`config.mk`:
```
export PLATFORM = sky130hd
export DESIGN_NAME = dw_conv_win_seq
export DESIGN_NICKNAME = d
export VERILOG_FILES = /design/src/rtl/dw_conv_pkg.sv /design/src/rtl/dw_conv_win_seq.sv
export SDC_FILE = /design/constraint.sdc
export NUM_CORES = 1
export LEC_CHECK = 0
export CAP_MARGIN = 20
export CORE_MARGIN = 2
export CORE_UTILIZATION = 46
export CTS_CLUSTER_DIAMETER = 50
export DETAILED_ROUTE_END_ITERATION = 12
export PLACE_DENSITY_LB_ADDON = 0.12
export SYNTH_ARGS = -nofsm -noshare
export SYNTH_HDL_FRONTEND = slang
export SYNTH_SLANG_ARGS = --single-unit
```
`constraint.sdc`:
```
create_clock -name clk -period 1.85 [get_ports clk]
set_clock_uncertainty 0.15 [all_clocks]
set_input_delay 0.37 -clock clk [delete_from_list [all_inputs] [get_ports clk]]
set_output_delay 0.37 -clock clk [all_outputs]
set_load 0.01 [all_outputs]
```
`src/rtl/dw_conv_pkg.sv`:
```
// Shared types and geometry helpers for the depthwise-conv window sequencer.
// The output-size functions let parent and sequencer agree on the map geometry.
package dw_conv_pkg;

  typedef enum logic [2:0] {
    ST_IDLE,
    ST_WAIT_ROW,
    ST_SWEEP,
    ST_DRAIN,
    ST_FINISH
  } state_e;

  function automatic int out_rows(input int fm_h, input int pad, input int stride);
    return (fm_h + 2 * pad - 3) / stride + 1;
  endfunction

  function automatic int out_cols(input int fm_w, input int pad, input int stride);
    return (fm_w + 2 * pad - 3) / stride + 1;
  endfunction

endpackage

```
`src/rtl/dw_conv_win_seq.sv`:
```
// Column sweep sequencer for a 3x3 sliding window over one feature map.
// It paces line-buffer reads, flags padding columns and tracks window coordinates.
module dw_conv_win_seq #(
  parameter int FM_W   = 32,
  parameter int FM_H   = 32,
  parameter int PAD    = 1,
  parameter int STRIDE = 1,
  parameter int CNT_W  = 6
) (
  input  logic             clk,
  input  logic             rstn,
  input  logic             start,
  input  logic             lb_row_rdy,
  output logic             col_shift,
  output logic             col_pad,
  output logic [CNT_W-1:0] lb_rd_col,
  output logic             win_valid,
  input  logic             win_ready,
  output logic [CNT_W-1:0] out_row,
  output logic [CNT_W-1:0] out_col,
  output logic             row_done,
  output logic             busy,
  output logic             done
);
  import dw_conv_pkg::*;

  localparam int N_ROWS = out_rows(FM_H, PAD, STRIDE);
  localparam logic [CNT_W-1:0] LAST_K      = CNT_W'(FM_W + 2 * PAD - 1);
  localparam logic [CNT_W-1:0] RIGHT_PAD_K = CNT_W'(FM_W + 1);
  localparam logic [CNT_W-1:0] LAST_ROW    = CNT_W'(N_ROWS - 1);
  localparam logic [CNT_W-1:0] PAD_C       = CNT_W'(PAD);

  state_e           state_q, state_d;
  logic [CNT_W-1:0] k_q, k_d;
  logic [CNT_W-1:0] out_row_q, out_row_d;
  logic [CNT_W-1:0] out_col_q, out_col_d;
  logic             win_valid_q, win_valid_d;
  logic             row_done_q, row_done_d;

  logic             stall;
  logic             shift;
  logic             pad_col;
  logic             win_done;
  logic [CNT_W-1:0] k_m2;

  always_comb begin
    stall    = win_valid_q & ~win_ready;
    shift    = (state_q == ST_SWEEP) & ~stall;
    pad_col  = (PAD == 1) && ((k_q == '0) || (k_q == RIGHT_PAD_K));
    k_m2     = k_q - CNT_W'(2);
    // with stride 2 a window closes on every even k, i.e. (k-2) mod 2 == 0
    win_done = shift && (k_q >= CNT_W'(2)) && ((STRIDE == 1) || !k_q[0]);

    state_d     = state_q;
    k_d         = k_q;
    out_row_d   = out_row_q;
    out_col_d   = out_col_q;
    win_valid_d = win_valid_q & ~win_ready;
    row_done_d  = 1'b0;

    if (win_done) begin
      win_valid_d = 1'b1;
      out_col_d   = (STRIDE == 1) ? k_m2 : (k_m2 >> 1);
    end

    case (state_q)
      ST_IDLE: begin
        if (start) begin
          state_d   = ST_WAIT_ROW;
          k_d       = '0;
          out_row_d = '0;
          out_col_d = '0;
        end
      end
      ST_WAIT_ROW: begin
        if (lb_row_rdy) begin
          state_d = ST_SWEEP;
          k_d     = '0;
        end
      end
      ST_SWEEP: begin
        if (shift) begin
          if (k_q == LAST_K) begin
            k_d        = '0;
            row_done_d = 1'b1;
            state_d    = ST_DRAIN;
          end else begin
            k_d = k_q + CNT_W'(1);
          end
        end
      end
      ST_DRAIN: begin
        // the row's final window must leave before out_row may move on
        if (!win_valid_q || win_ready) begin
          if (out_row_q == LAST_ROW) begin
            state_d = ST_FINISH;
          end else begin
            out_row_d = out_row_q + CNT_W'(1);
            state_d   = ST_WAIT_ROW;
          end
        end
      end
      ST_FINISH: state_d = ST_IDLE;
      default:   state_d = ST_IDLE;
    endcase
  end

  always_ff @(posedge clk or negedge rstn) begin
    if (!rstn) begin
      state_q     <= ST_IDLE;
      k_q         <= '0;
      out_row_q   <= '0;
      out_col_q   <= '0;
      win_valid_q <= 1'b0;
      row_done_q  <= 1'b0;
    end else begin
      state_q     <= state_d;
      k_q         <= k_d;
      out_row_q   <= out_row_d;
      out_col_q   <= out_col_d;
      win_valid_q <= win_valid_d;
      row_done_q  <= row_done_d;
    end
  end

  always_comb begin
    col_shift = shift;
    col_pad   = shift & pad_col;
    lb_rd_col = pad_col ? '0 : (k_q - PAD_C);
    win_valid = win_valid_q;
    out_row   = out_row_q;
    out_col   = out_col_q;
    row_done  = row_done_q;
    busy      = (state_q == ST_WAIT_ROW) || (state_q == ST_SWEEP) || (state_q == ST_DRAIN);
    done      = (state_q == ST_FINISH);
  end

endmodule
```
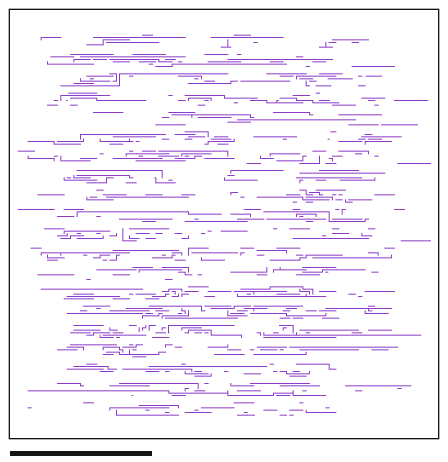
Figure 1: run 1, the metal 1 layer.
Scale bar: 20 µm.
wire length on this layer	1690 µm
nets with wire on the layer	213
share of all routed wire	40%
main direction	horizontal

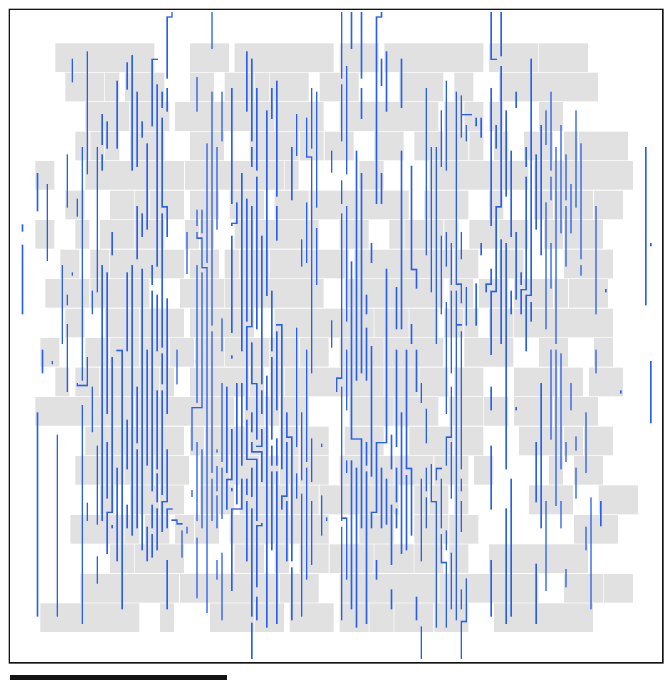
Figure 2: run 1, met2 routing.
Scale bar: 20 µm.
share of all routed wire	54%
main direction	vertical
nets with wire on the layer	220
longest straight run	31.8 µm
wire length on this layer	2310 µm

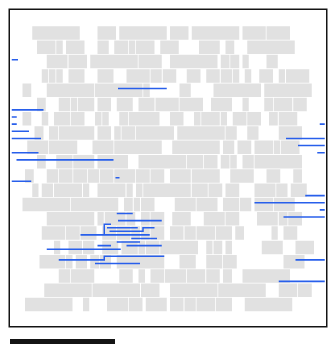
Figure 3: run 1, metal 3.
Scale bar: 20 µm.
share of all routed wire	4.8%
wire length on this layer	205 µm

==> results.tsv, run 1 <==
stage	metric	value	unit
critical_path	Critical Path Most Common Cell	and2_4	
synthesis	Yosys Chip Area	1450	µm²
finish	Layout area overhead	59.7	%
timing	WHS	0.215	ns
power_and_ir_drop	Power Total	3.71	mW
synthesis	Unique cell types	40	
critical_path	Crit path max-delay family	flip-flops	
drt	1st-iter DRT viols	84	
finish	Seq/total area	24.9	%
drt	Post-route DRC	0	
synthesis	Synth Instances	158	
timing	Final min period	2.16	ns
place	DP Wirelength	2860	µm
place	placed cells	256	
synthesis	Post-Synth Simple-Gate Area	22.0	%
drt	routed via count	1452	
finish	Top cell excl fill/tap	buf_4	
place	port bufs	28	
finish	#MultiIn Comb	119	
finish	# diodes	0	
outcome	status	finished, violations left	
finish	Signal buffers	74	
power_and_ir_drop	highest-power group	combinational logic	
synthesis	Post-Synth Adder-Cell Area	7.77	%
synthesis	syn nets	172	
synthesis	synth cell count leaders	dfrtp_1 (23), nor2_1 (20), nand2_1 (15)	
floorplan	die width	60.1	µm
synthesis	top-area cell type share of the netlist area	39.7	%
drt	final WL	4240	µm
power_and_ir_drop	Max VDD drop	0.982	mV
finish	Comb/total area	42.2	%
global_route	global route overflow	0	
finish	clk tree area frac	1.19	%
synthesis	Seq/Total Area, Yosys	39.7	%
outcome	failing checks	negative setup slack	
floorplan	# Taps	44	
timing	Worst-Margin Slew	0.308	ns
synthesis	yosys aoi share	16.1	%
place	routability congestion estimate	0.841	
global_route	vias in the first global route	1539	
critical_path	CP startpoint	k_q[1]	
finish	Comb area	977	µm²
drt	Max Used Layer	met4	
drt	WL met2	2310	µm
synthesis	Cell Area, Synth	1450	µm²
power_and_ir_drop	switching power	1.56	mW
global_route	M1 GR Usage	31.3	%
finish	Top cells excl fill/tap	buf_4 (33), dfrtp_1 (23), buf_6 (15)	
critical_path	r2r setup slk	-0.02	ns
run	max cap viols	0	
clock_tree	CTS tree	yes	
critical_path	CP cell instances	inv_4 > ha_2 > and2_4 > o21a_4 > and2_4 > buf_6	
global_route	busiest grt layer	met2	
power_and_ir_drop	Pwr Density	1600	nW/µm²
critical_path	buffer and inverter count on the worst path	2	
power_and_ir_drop	leak pwr	1.16	nW
clock_tree	clock sinks	23	
clock_tree	Inserted Clock Buffers	3	
synthesis	MUX share of area	4.92	%
power_and_ir_drop	sequential fraction of design power	20.2	%
finish	layout cell share with drive strength beyond 1	43.4	%
synthesis	ys flop type	dfrtp_1	
timing	Final WS setup	-0.313	ns
place	DP Worst Slack	-0.437	ns
finish	design area	2320	µm²
synthesis	ys async rst share	100	%
run	OpenROAD warning count	35	
synthesis	Synth Area per Inst	9.18	µm²
critical_path	worst-path maximum fanout	7	
synthesis	EDFF count, synth	0	
clock_tree	clk root buf	clkbuf_4	
timing	Hold Vio Cnt, Final	0	
clock_tree	hold_buf cts	0	
synthesis	Top cells by area	dfrtp_1 (40%), ha_1 (7.8%), nor2_1 (5.2%)	
finish	Fill cells	213	
power_and_ir_drop	Clock power frac	6.8	%
finish	top cell category	combinational gates	
power_and_ir_drop	sequential cell power	0.749	mW
drt	1st-pass router iterations	4	
clock_tree	postcts setup bufs	13	
timing	Setup TNS	-2.14	ns
synthesis	XORs/XNORs by Area	4.23	%
synthesis	cells in synth_stat.txt	158	
finish	Inverters	8	
timing	Tcrit/Tclk final	117	%
finish	final net count	243	
timing	setup violators final	11	
synthesis	Yosys top cell by area	dfrtp_1	
clock_tree	post-CTS resize count	88	
critical_path	Worst path slowest cell	dfrtp_1	
floorplan	Cell Rows	20	
global_route	largest net degree at the start of global routing	24	
clock_tree	Clk pin slew, worst setup/hold paths	0.14	ns
drt	Detail Route Antenna Nets	0	
floorplan	die height	60.1	µm
synthesis	Logic family by area	simple AND/OR/NAND/NOR gates	
place	placed inst area	2020	µm²
finish	seq_cells	23	
critical_path	end of the critical path	col_pad	
critical_path	r2r startpoint	state_q[2]	
drt	post-detailed-route wirelength per cell	15.6	µm
drt	via-per-instance ratio	5.34	
critical_path	Crit. path cell count	6	
critical_path	FF-to-FF End	out_col[2]	
power_and_ir_drop	Int Power	2.15	mW
global_route	first-pass GRT wire length	7130	µm
timing	fmax	0.462	GHz
drt	met3 WL post-DR	205	µm
critical_path	CP arrival	1.64	ns
timing	RSZ-0062 raised after global routing	true	
critical_path	CP Capture Type	output port	
global_route	met3 usage in global routing	3.68	%
power_and_ir_drop	Comb. pwr	2.71	mW
synthesis	Synthesized registers	23	
critical_path	critical path class	flip-flop to output port	
timing	Slew Limit Headroom	79.5	%
floorplan	IO Pins	29	
finish	post-route non-filler standard cell count	272	
finish	clkbuf count	3	
finish	Reg area	576	µm²
critical_path	R2R cell count	6	
finish	final core occ	76.5	%
finish	fraction of cell area in non-clock buffers	28.0	%
clock_tree	CTS max path bufs	2	
floorplan	Core ar.	3030	µm²
clock_tree	H-tree depth	1	
power_and_ir_drop	Sw Ratio	42.1	%
critical_path	Startpoint Class	flip-flop	
floorplan	Chip Area	3620	µm²
global_route	initial antenna violation count	0	
power_and_ir_drop	Comb pwr share	73.0	%
drt	wl on met1	1690	µm
critical_path	WP data required	1.33	ns
synthesis	Ys Warns	0	
clock_tree	clk latency late pin	0.34	ns
power_and_ir_drop	Power Clock	0.252	mW
worst_hold_path	type of the most critical hold path	primary input to async pin	
floorplan	Initial Util	47.9	%
==> run 1 -> run 2 <==
ABC_AREA = 1   (was not set)
CORE_UTILIZATION = 48   (was 46)
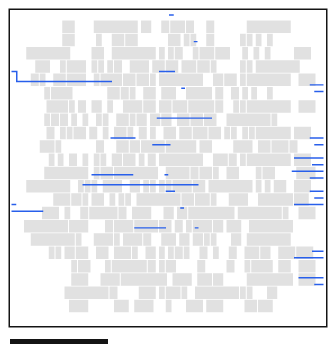
Figure 4: run 2, metal 3.
Scale bar: 20 µm.
main direction	horizontal
share of all routed wire	3.2%
nets with wire on the layer	26

==> run 2 against run 1 <==
- the run still ends with negative setup slack left
- sequential cell count unchanged
- first-iteration DRC count grew 44%
- synthesized area is 22% higher
- critical path type unchanged
==> results.tsv, run 2 <==
stage	metric	value	unit	change
critical_path	CP cell instances	inv_4 > ha_4 > nand4_1 > buf_4 > a21oi_2 > buf_2		was inv_4 > ha_2 > and2_4 > o21a_4 > and2_4 > buf_6
timing	Worst-Margin Slew	0.312	ns	was 0.308 ns
drt	post-detailed-route wirelength per cell	12.8	µm	was 15.6 µm
global_route	largest net degree at the start of global routing	24		unchanged
critical_path	end of the critical path	col_pad		unchanged
clock_tree	post-CTS resize count	43		was 88
power_and_ir_drop	Max VDD drop	0.883	mV	was 0.982 mV
floorplan	die height	64.6	µm	was 60.1 µm
timing	Hold Vio Cnt, Final	0		unchanged
finish	Top cells excl fill/tap	nand2_1 (47), buf_4 (41), nor2_1 (31)		was buf_4 (33), dfrtp_1 (23), buf_6 (15)
drt	Post-route DRC	0		unchanged
outcome	status	finished, violations left		unchanged
finish	Fill cells	300		was 213
critical_path	Startpoint Class	flip-flop		unchanged
drt	Detail Route Antenna Nets	0		unchanged
critical_path	buffer and inverter count on the worst path	3		was 2
finish	Inverters	21		was 8
power_and_ir_drop	highest-power group	combinational logic		unchanged
clock_tree	clk latency late pin	0.27	ns	was 0.34 ns
drt	final WL	4410	µm	was 4240 µm
power_and_ir_drop	Power Clock	0.337	mW	was 0.252 mW
power_and_ir_drop	Int Power	1.56	mW	was 2.15 mW
finish	design area	2510	µm²	was 2320 µm²
critical_path	CP arrival	1.57	ns	was 1.64 ns
place	port bufs	28		unchanged
critical_path	CP startpoint	k_q[1]		unchanged
global_route	met3 usage in global routing	2.08	%	was 3.68%
timing	RSZ-0062 raised after global routing	true		unchanged
finish	final net count	310		was 243
synthesis	Ys Warns	0		unchanged
synthesis	Top cells by area	dfrtp_1 (33%), nand2_1 (11%), nor2_1 (6.8%)		was dfrtp_1 (40%), ha_1 (7.8%), nor2_1 (5.2%)
timing	Final min period	2.09	ns	was 2.16 ns
synthesis	Unique cell types	31		was 40
synthesis	Synthesized registers	23		unchanged
drt	Max Used Layer	met4		unchanged
timing	setup violators final	7		was 11
finish	Signal buffers	74		unchanged
place	routability congestion estimate	0.874		was 0.841
finish	Seq/total area	23.1	%	was 24.9%
finish	fraction of cell area in non-clock buffers	24.1	%	was 28.0%
synthesis	Cell Area, Synth	1760	µm²	was 1450 µm²
critical_path	critical path class	flip-flop to output port		unchanged
clock_tree	clock sinks	23		unchanged
finish	Comb/total area	45.2	%	was 42.2%
timing	fmax	0.478	GHz	was 0.462 GHz
outcome	failing checks	negative setup slack		unchanged
synthesis	Yosys Chip Area	1760	µm²	was 1450 µm²
drt	routed via count	1684		was 1452
clock_tree	hold_buf cts	0		unchanged
timing	Final WS setup	-0.240	ns	was -0.313 ns
drt	1st-iter DRT viols	121		was 84
synthesis	synth cell count leaders	nand2_1 (50), nor2_1 (32), dfrtp_1 (23)		was dfrtp_1 (23), nor2_1 (20), nand2_1 (15)
place	DP Wirelength	3070	µm	was 2860 µm
critical_path	r2r startpoint	k_q[1]		was state_q[2]
synthesis	Synth Area per Inst	7.91	µm²	was 9.18 µm²
critical_path	Crit path max-delay family	buffers and inverters		was flip-flops
synthesis	Seq/Total Area, Yosys	32.6	%	was 39.7%
power_and_ir_drop	Pwr Density	1150	nW/µm²	was 1600 nW/µm²
global_route	busiest grt layer	met2		unchanged
power_and_ir_drop	sequential cell power	0.653	mW	was 0.749 mW
synthesis	Yosys top cell by area	dfrtp_1		unchanged
worst_hold_path	type of the most critical hold path	primary input to async pin		unchanged
run	OpenROAD warning count	34		was 35
finish	#MultiIn Comb	173		was 119
finish	Reg area	579	µm²	was 576 µm²
synthesis	cells in synth_stat.txt	223		was 158
floorplan	Core ar.	3610	µm²	was 3030 µm²
finish	layout cell share with drive strength beyond 1	40.7	%	was 43.4%
drt	1st-pass router iterations	4		unchanged
timing	Tcrit/Tclk final	113	%	was 117%
power_and_ir_drop	Comb pwr share	65.7	%	was 73.0%
synthesis	Logic family by area	simple AND/OR/NAND/NOR gates		unchanged
drt	via-per-instance ratio	4.91		was 5.34
floorplan	Initial Util	48.9	%	was 47.9%
synthesis	Synth Instances	223		was 158
==> run 2 -> run 3 <==
--- a/constraint.sdc
+++ b/constraint.sdc
@@ -4,2 +4,2 @@
 set_output_delay 0.37 -clock clk [all_outputs]
-set_load 0.01 [all_outputs]
+set_load 0.05 [all_outputs]
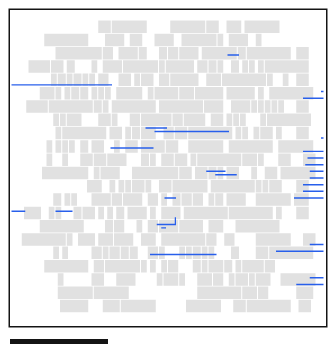
Figure 5: run 3, metal 3.
Scale bar: 20 µm.
wire length on this layer	138 µm
nets with wire on the layer	25
longest straight run	20.2 µm
share of all routed wire	3.2%
main direction	horizontal

==> run 3 against run 2 <==
- the flow still finishes with violations (negative setup slack)
- sequential share of layout area decreased by 0.99 points
- fmax decreased by 2.5%
- total power increased by 27%
- register-to-register slack improved by 0.05 ns
- die size unchanged
- synthesized area unchanged
- synthesized cell count unchanged
- sequential power increased by 1%
- routed wire length decreased by 3.0%
- non-clock buffer count decreased by 16
- first-iteration DRC count decreased by 11%
- count of clock-buffer cells in the layout increased by 1
==> results.tsv, run 3 <==
stage	metric	value	unit	change
place	DP Wirelength	3000	µm	was 3070 µm
finish	Top cell excl fill/tap	nand2_1		unchanged
timing	Worst-Margin Slew	0.294	ns	was 0.312 ns
synthesis	Synth Instances	223		unchanged
global_route	met3 usage in global routing	2.43	%	was 2.08%
drt	Post-route DRC	0		unchanged
synthesis	ys async rst share	100	%	unchanged
timing	Hold Vio Cnt, Final	0		unchanged
synthesis	Ys Warns	0		unchanged
drt	Detail Route Antenna Nets	0		unchanged
timing	Final WS setup	-0.293	ns	was -0.240 ns
clock_tree	clock sinks	23		unchanged
synthesis	Yosys Chip Area	1760	µm²	unchanged
critical_path	Startpoint Class	flip-flop		unchanged
timing	setup violators final	7		unchanged
finish	Layout area overhead	48.6	%	was 42.2%
synthesis	top-area cell type share of the netlist area	32.6	%	unchanged
synthesis	cells in synth_stat.txt	223		unchanged
floorplan	# Taps	48		unchanged
synthesis	Logic family by area	simple AND/OR/NAND/NOR gates		unchanged
clock_tree	post-CTS resize count	9		was 43
critical_path	critical path class	flip-flop to output port		unchanged
drt	via-per-instance ratio	4.86		was 4.91
critical_path	R2R cell count	8		was 10
global_route	first-pass GRT wire length	6710	µm	was 7000 µm
power_and_ir_drop	Power Clock	0.324	mW	was 0.337 mW
clock_tree	CTS max path bufs	2		unchanged
global_route	busiest grt layer	met2		unchanged
critical_path	end of the critical path	lb_rd_col[2]		was col_pad
critical_path	worst-path maximum fanout	6		unchanged
clock_tree	clk latency late pin	0.27	ns	about the same
floorplan	Cell Rows	22		unchanged
timing	Setup TNS	-1.80	ns	was -1.33 ns
timing	Tcrit/Tclk final	116	%	was 113%
timing	RSZ-0062 raised after global routing	true		unchanged
finish	design area	2620	µm²	was 2510 µm²
timing	WHS	0.307	ns	was 0.298 ns
critical_path	Worst path slowest cell	dfrtp_2		was dfrtp_1
critical_path	r2r startpoint	k_q[1]		unchanged
power_and_ir_drop	Max VDD drop	0.837	mV	was 0.883 mV
outcome	status	finished, violations left		unchanged
finish	Inverters	21		unchanged
finish	Signal buffers	58		was 74
drt	WL met2	2060	µm	was 2080 µm
drt	wl on met1	2050	µm	about the same
critical_path	FF-to-FF End	state_q[1]		unchanged
finish	fraction of cell area in non-clock buffers	23.9	%	was 24.1%
synthesis	Synthesized registers	23		unchanged
critical_path	Crit path max-delay family	buffers and inverters		unchanged
timing	Slew Limit Headroom	80.3	%	was 79.2%
power_and_ir_drop	Power Total	3.67	mW	was 2.89 mW
synthesis	syn nets	237		unchanged
timing	Final min period	2.14	ns	was 2.09 ns
synthesis	Seq/Total Area, Yosys	32.6	%	unchanged
drt	Max Used Layer	met4		unchanged
power_and_ir_drop	Int Power	1.80	mW	was 1.56 mW
critical_path	CP Capture Type	output port		unchanged
clock_tree	CTS tree	yes		unchanged
power_and_ir_drop	Pwr Density	1400	nW/µm²	was 1150 nW/µm²
finish	final core occ	72.7	%	was 69.5%
clock_tree	H-tree depth	1		unchanged
clock_tree	clk root buf	clkbuf_8		unchanged
power_and_ir_drop	Sw Ratio	51.0	%	was 45.9%
finish	Comb area	1210	µm²	was 1130 µm²
floorplan	IO Pins	29		unchanged
clock_tree	Clk pin slew, worst setup/hold paths	0.09	ns	about the same
global_route	M1 GR Usage	28.3	%	was 30.6%
critical_path	buffer and inverter count on the worst path	3		unchanged
timing	fmax	0.467	GHz	was 0.478 GHz
drt	routed via count	1588		was 1684
floorplan	die height	64.6	µm	unchanged
power_and_ir_drop	Comb pwr share	73.2	%	was 65.7%
power_and_ir_drop	leak pwr	1.30	nW	was 1.29 nW
synthesis	EDFF count, synth	0		unchanged
synthesis	Synth Area per Inst	7.91	µm²	unchanged
critical_path	CP cell instances	clkinv_4 > ha_4 > nand4_1 > buf_6 > nand2_8 > a21oi_4 > buf_12		was inv_4 > ha_4 > nand4_1 > buf_4 > a21oi_2 > buf_2
synthesis	XORs/XNORs by Area	4.47	%	unchanged
synthesis	Top cells by area	dfrtp_1 (33%), nand2_1 (11%), nor2_1 (6.8%)		unchanged
floorplan	die width	64.6	µm	unchanged
clock_tree	postcts setup bufs	5		was 7
critical_path	CP startpoint	k_q[1]		unchanged
critical_path	WP data required	1.33	ns	about the same
drt	final WL	4270	µm	was 4410 µm
finish	layout cell share with drive strength beyond 1	45.2	%	was 40.7%
power_and_ir_drop	Clock power frac	8.8	%	was 11.7%
outcome	failing checks	negative setup slack		unchanged
critical_path	Crit. path cell count	7		was 6
drt	1st-pass router iterations	5		was 4
power_and_ir_drop	highest-power group	combinational logic		unchanged
worst_hold_path	type of the most critical hold path	primary input to async pin		unchanged
synthesis	Yosys top cell by area	dfrtp_1		unchanged
synthesis	Post-Synth Simple-Gate Area	42.2	%	unchanged
finish	Comb/total area	46.4	%	was 45.2%
drt	1st-iter DRT viols	108		was 121
synthesis	MUX share of area	0	%	unchanged
finish	#MultiIn Comb	173		unchanged
run	max cap viols	0		unchanged
drt	met3 WL post-DR	137	µm	was 141 µm
finish	clkbuf count	4		was 3
finish	# diodes	0		unchanged
power_and_ir_drop	sequential fraction of design power	18.0	%	was 22.6%
synthesis	Unique cell types	31		unchanged
finish	post-route non-filler standard cell count	327		was 343
synthesis	ys flop type	dfrtp_1		unchanged
finish	clk tree area frac	1.72	%	was 1.95%
global_route	vias in the first global route	1491		was 1513
critical_path	CP arrival	1.62	ns	was 1.57 ns
run	OpenROAD warning count	35		was 34
finish	Top cells excl fill/tap	nand2_1 (48), buf_4 (38), nor2_1 (25)		was nand2_1 (47), buf_4 (41), nor2_1 (31)
Power is estimated from default activity; no workload was simulated.
